## src/rtl/sys_reset_pkg.sv

```systemverilog
// sys_reset_pkg: shared types and helpers for the
// system reset controller.
package sys_reset_pkg;

   typedef enum logic [1:0] {
      ST_ASSERT  = 2'b00,
      ST_RELEASE = 2'b01,
      ST_RUN     = 2'b10
   } rst_state_e;

   function automatic int CAUSE_LOCKUP(input int num_req);
      return num_req;
   endfunction

   function automatic int CAUSE_HRESET(input int num_req);
      return num_req + 1;
   endfunction

endpackage

```

## src/rtl/sat_counter.sv

```systemverilog
// sat_counter: event counter with synchronous clear,
// saturating or wrapping on overflow.
module sat_counter #(
   parameter int WIDTH    = 8,
   parameter bit SATURATE = 1'b1
) (
   input  logic             sim_clock,
   input  logic             clr,
   input  logic             inc,
   output logic [WIDTH-1:0] count
);
   import sys_reset_pkg::*;

   localparam logic [WIDTH-1:0] MAX = '1;

   logic at_max;
   assign at_max = SATURATE && (count == MAX);

   // clear wins over increment; saturating mode holds at MAX
   always_ff @(posedge sim_clock) begin
      if (clr) begin
         count <= '0;
      end else if (inc && !at_max) begin
         count <= count + 1'b1;
      end
   end

endmodule

```

## src/rtl/sys_reset_ctrl.sv

```systemverilog
// sys_reset_ctrl: merges reset requests and lockup
// timeout, stretches and releases the AHB reset.
module sys_reset_ctrl #(
   parameter int NUM_REQ      = 2,
   parameter int HOLD_CYCLES  = 16,
   parameter int SYNC_STAGES  = 2,
   parameter int LOCKUP_LIMIT = 32,
   parameter int CNT_W        = 8
) (
   input  logic                 HCLK,
   input  logic                 HRESET,
   input  logic [NUM_REQ-1:0]   req_i,
   input  logic                 LOCKUP,
   input  logic                 TXEV,
   output logic                 HRESETn_out,
   output logic [NUM_REQ+1:0]   reset_cause,
   output logic [CNT_W-1:0]     rst_count,
   output logic [CNT_W-1:0]     txev_count,
   output logic                 lockup_rst
);
   import sys_reset_pkg::*;

   localparam int CW       = NUM_REQ + 2;
   localparam int LOCK_BIT = CAUSE_LOCKUP(NUM_REQ);
   localparam int HRST_BIT = CAUSE_HRESET(NUM_REQ);
   localparam int HW       = $clog2(HOLD_CYCLES + 1);
   localparam int LK_W     = (LOCKUP_LIMIT > 0) ?
                             $clog2(LOCKUP_LIMIT + 1) : 1;

   localparam logic [CW-1:0]   CAUSE_HRST =
      CW'(1) << HRST_BIT;
   localparam logic [HW-1:0]   HOLD_MAX =
      HW'(HOLD_CYCLES - 1);
   localparam logic [LK_W-1:0] LK_MAX =
      LK_W'((LOCKUP_LIMIT > 0) ? LOCKUP_LIMIT - 1 : 0);
   localparam bit LK_EN = (LOCKUP_LIMIT != 0);

   rst_state_e             state, state_nxt;
   logic [HW-1:0]          hold_cnt, hold_nxt;
   logic [LK_W-1:0]        lock_cnt, lock_nxt;
   logic [SYNC_STAGES-1:0] chain, chain_nxt;
   logic [SYNC_STAGES-1:0] chain_shift;
   logic [CW-1:0]          cause_nxt;
   logic                   lkrst_nxt;
   logic                   rst_inc;
   logic                   txev_inc;
   logic                   req_any;
   logic                   lock_hit;

   assign req_any  = |req_i;
   assign lock_hit = LK_EN && LOCKUP &&
                     (lock_cnt == LK_MAX);

   if (SYNC_STAGES > 1) begin : g_shift
      assign chain_shift =
         {chain[SYNC_STAGES-2:0], 1'b1};
   end else begin : g_shift1
      assign chain_shift = 1'b1;
   end

   assign HRESETn_out = chain[SYNC_STAGES-1];

   // state, counters and registered outputs
   always_ff @(posedge HCLK) begin
      if (HRESET) begin
         state       <= ST_ASSERT;
         hold_cnt    <= '0;
         lock_cnt    <= '0;
         chain       <= '0;
         reset_cause <= CAUSE_HRST;
         lockup_rst  <= 1'b0;
      end else begin
         state       <= state_nxt;
         hold_cnt    <= hold_nxt;
         lock_cnt    <= lock_nxt;
         chain       <= chain_nxt;
         reset_cause <= cause_nxt;
         lockup_rst  <= lkrst_nxt;
      end
   end

   // next-state, counter updates and trigger decode
   always_comb begin
      state_nxt = state;
      hold_nxt  = hold_cnt;
      lock_nxt  = '0;
      chain_nxt = chain;
      cause_nxt = reset_cause;
      lkrst_nxt = 1'b0;
      rst_inc   = 1'b0;
      txev_inc  = 1'b0;
      unique case (state)
         ST_ASSERT: begin
            chain_nxt = '0;
            if (req_any) begin
               hold_nxt = '0;
            end else if (hold_cnt == HOLD_MAX) begin
               hold_nxt  = '0;
               state_nxt = ST_RELEASE;
            end else begin
               hold_nxt = hold_cnt + 1'b1;
            end
         end
         ST_RELEASE: begin
            hold_nxt = '0;
            if (req_any) begin
               state_nxt = ST_ASSERT;
               chain_nxt = '0;
               cause_nxt = '0;
               cause_nxt[NUM_REQ-1:0] = req_i;
               rst_inc   = 1'b1;
            end else begin
               chain_nxt = chain_shift;
               if (chain_shift[SYNC_STAGES-1]) begin
                  state_nxt = ST_RUN;
               end
            end
         end
         ST_RUN: begin
            hold_nxt = '0;
            txev_inc = TXEV;
            if (LK_EN && LOCKUP) begin
               lock_nxt = lock_cnt + 1'b1;
            end
            if (req_any || lock_hit) begin
               state_nxt = ST_ASSERT;
               chain_nxt = '0;
               lock_nxt  = '0;
               cause_nxt = '0;
               cause_nxt[NUM_REQ-1:0] = req_i;
               cause_nxt[LOCK_BIT]    = lock_hit;
               rst_inc   = 1'b1;
               lkrst_nxt = lock_hit;
            end
         end
         default: begin
            state_nxt = ST_ASSERT;
            hold_nxt  = '0;
            chain_nxt = '0;
         end
      endcase
   end

   sat_counter #(
      .WIDTH    (CNT_W),
      .SATURATE (1'b1)
   ) u_rst_cnt (
      .sim_clock (HCLK),
      .clr       (HRESET),
      .inc       (rst_inc),
      .count     (rst_count)
   );

   sat_counter #(
      .WIDTH    (CNT_W),
      .SATURATE (1'b0)
   ) u_txev_cnt (
      .sim_clock (HCLK),
      .clr       (HRESET),
      .inc       (txev_inc),
      .count     (txev_count)
   );

endmodule

```

## config.mk

```make
export PLATFORM = sky130hd
export DESIGN_NAME = sys_reset_ctrl
export DESIGN_NICKNAME = d
export VERILOG_FILES = /design/src/rtl/sys_reset_pkg.sv /design/src/rtl/sat_counter.sv /design/src/rtl/sys_reset_ctrl.sv
export SDC_FILE = /design/constraint.sdc
export NUM_CORES = 1
export LEC_CHECK = 0
export CORE_AREA = 3 3 74 76
export CTS_CLUSTER_SIZE = 10
export DETAILED_ROUTE_END_ITERATION = 8
export DIE_AREA = 0 0 77 79
export GPL_ROUTABILITY_DRIVEN = 0
export SETUP_SLACK_MARGIN = 0.4
export SYNTH_ARGS = -nofsm -noshare
export SYNTH_HDL_FRONTEND = slang
export SYNTH_SLANG_ARGS = --single-unit
export TNS_END_PERCENT = 100
```

## constraint.sdc

```tcl
create_clock -name HCLK -period 2.2 [get_ports HCLK]
set_input_delay 0.44 -clock HCLK [delete_from_list [all_inputs] [get_ports HCLK]]
set_output_delay 0.44 -clock HCLK [all_outputs]
set_load 0.05 [all_outputs]
```

**Routing congestion map**

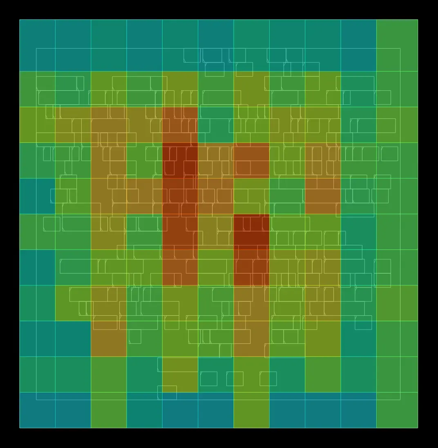
GR Util All Layers: 0.123
met1 usage: 0.147

**Metal 3**

Cells faint in the background.
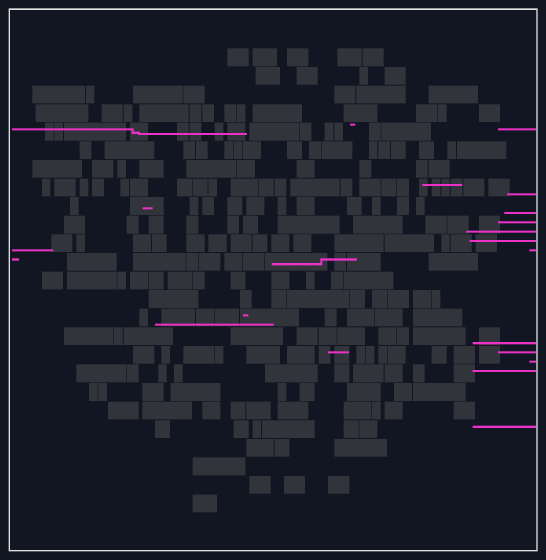
share of all routed wire = 4.1%
main direction = horizontal
nets with wire on the layer = 18

**Gate families picked out**

Scale bar: 20 um.
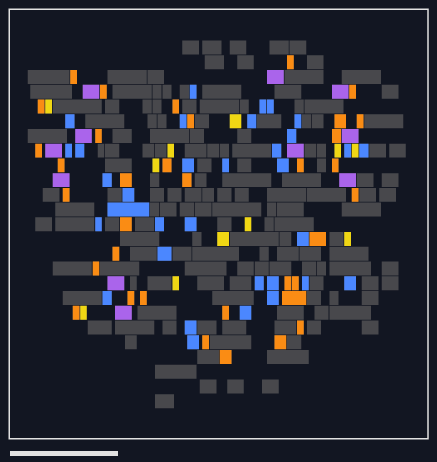
XOR/XNOR gates -> purple  # cells 11, most used xnor2_1
NAND gates -> blue  # cells 33
NOR gates -> orange  # cells 35, most used nor2_1
inverters -> yellow  # cells 11, most used inv_1

**Sizing map**

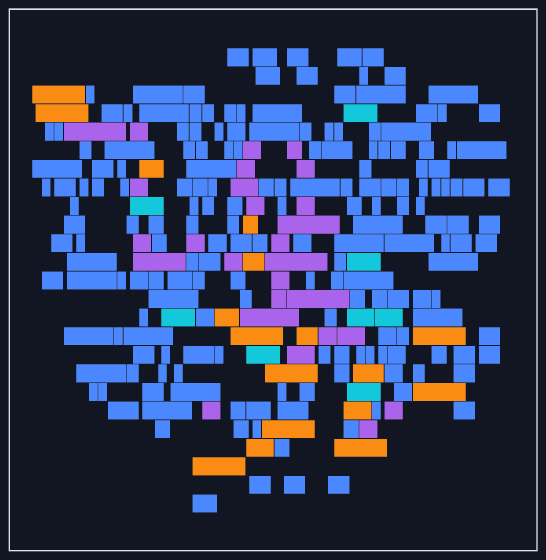
drive 3 to 4 -> purple  # cells 27, share 11%
drive 6 and up -> cyan  # cells 8, share 3.3%
drive 1 or less -> blue  # cells 187, share 78%
drive 2 -> orange  # cells 17, share 7.1%

==> metrics.cfg <==
[sta]
finalClockSkew_ns = 0.00350
rsz0062_at_grt = true
period_minus_slack_ns = 1.81
post-route-period-util = 0.822
max_clock_freq_mhz = 553
finalMaxSlewViolations = 0
setup_violations = 0
finalSetupTns_ns = 0
tightest_slew_ns = 0.491

[floorplanning]
num_tap_cells = 67
core_um2 = 4790
placement_rows = 25
fp.dieH_um = 79
die-area_um2 = 6080

[yosys]
ys_cells = 192
synth-warning-count = 0
top_cells_by_count = dfxtp_1 (36), nor2_1 (25), a21oi_1 (13), inv_1 (11)
syn_inst = 192
ys_types = 39
yosys.area.top_type_share = 0.431
flop_cell = dfxtp_1
top_cells_by_area = dfxtp_1 (43%), ha_1 (6.0%), nor2_1 (5.6%), a21oi_1 (3.9%), xnor2_1 (3.1%)
fp_nets = 206
syn_area_um2 = 1670
yosys_area_um2 = 1670

[final_layout]
clk_share = 0.0393
logic_gates = 139
seq_share = 0.321
flop_area_um2 = 736
fin_cells = 306
clkbuf_count = 8
n_fill_cell = 471
top_regs = u_rst_cnt.count (8), u_txev_cnt.count (8), lock_cnt (6)
comb_share = 0.416
signal_buffers = 45
lay_top_count = dfxtp_1
mi_logic_area_um2 = 953
syn_to_final_growth_pct = 37.2
seq_cell_count = 36
nets = 252

[critical_path]
cp.depth = 6
regToRegEndpoint = u_rst_cnt.count[2]
endpoint_kind = flip-flop
ff2ff_setup_slack_ns = 0.39
crit_type = flip-flop to flip-flop
endpoint = u_rst_cnt.count[2]
crit_start = state[1]
critPathBufInv = 2
slowest_stage = or4_4
cpLargestDelayFamily = simple AND/OR/NAND/NOR gates
path_cells = buf_4, ha_4, inv_1, o31a_1, or4_4, a21oi_2
cp_max_fo = 8
timing.rr.start = state[1]
cp_data_required_time_ns = 2.42
worst-r2r-cell-count = 6

[route]
drt-met1-wl_mm = 1.68
met2WireLength_mm = 1.85
top_layer = met4
drc = 0
via_per_inst = 4.93

[pwr]
intPower_mw = 0.923
switching_share = 0.209
p_leak_nw = 0.883
pwr-share-seq = 0.558
power_density_nw_per_um2 = 509
p_seq_mw = 0.652
power_top_consumer = registers

[flow_run]
max_cap_violations = 0

[clocking]
cts_tree = built
clock.latency.late_pin_ns = 0.28
cts_setup_buffers = 5
clk_pin_slew_ns = 0.07
clkSinkCount = 36
cts_root_buf = clkbuf_8
clock_path_buffers = 2
cts_made_buffers = 5
h-tree-depth = 2

[hold_path]
hold_depth = 1
hold_start = lock_cnt[0]
whs_endpoint = lock_cnt[0]
hold_class = flip-flop to flip-flop

[placed_design]
dpl.cell_count = 287
io_buffers = 27
dp_hpwl_mm = 2.49

[global_routing]
grt_max_degree = 27
met3_usage = 0.0397
grt_overflow = 0
met2_usage = 0.202
gr-max-usage-layer = met2

[outcome]
status = finished clean

## through the flow
step                      worst slack [ns]  instance area [um^2]  hold slack [ns]  utilization
after floorplan                      0.417                  1690            0.418            -
after global placement              0.0437                  2070            0.433        0.432
after detailed placement            0.0440                  2070            0.444        0.432
after CTS                            0.306                  2190            0.461        0.458
after global routing                 0.302                  2290            0.468        0.479
final                                0.391                  2290            0.451        0.479
## cell families (layout without fill, tap and decap cells)
family	Yosys count	after routing	share of synthesized area
AOI/OAI and AO/OA	37	37	0.134
xor gates and xnor gates	11	11	0.0576
and+or+nand+nor	79	79	0.247
adders and majority gates	8	8	0.0599
DFF	36	36	0.431
muxes	4	4	0.0254
buffers and inverters	17	64	0.0449
Power is estimated from default activity; no workload was simulated.
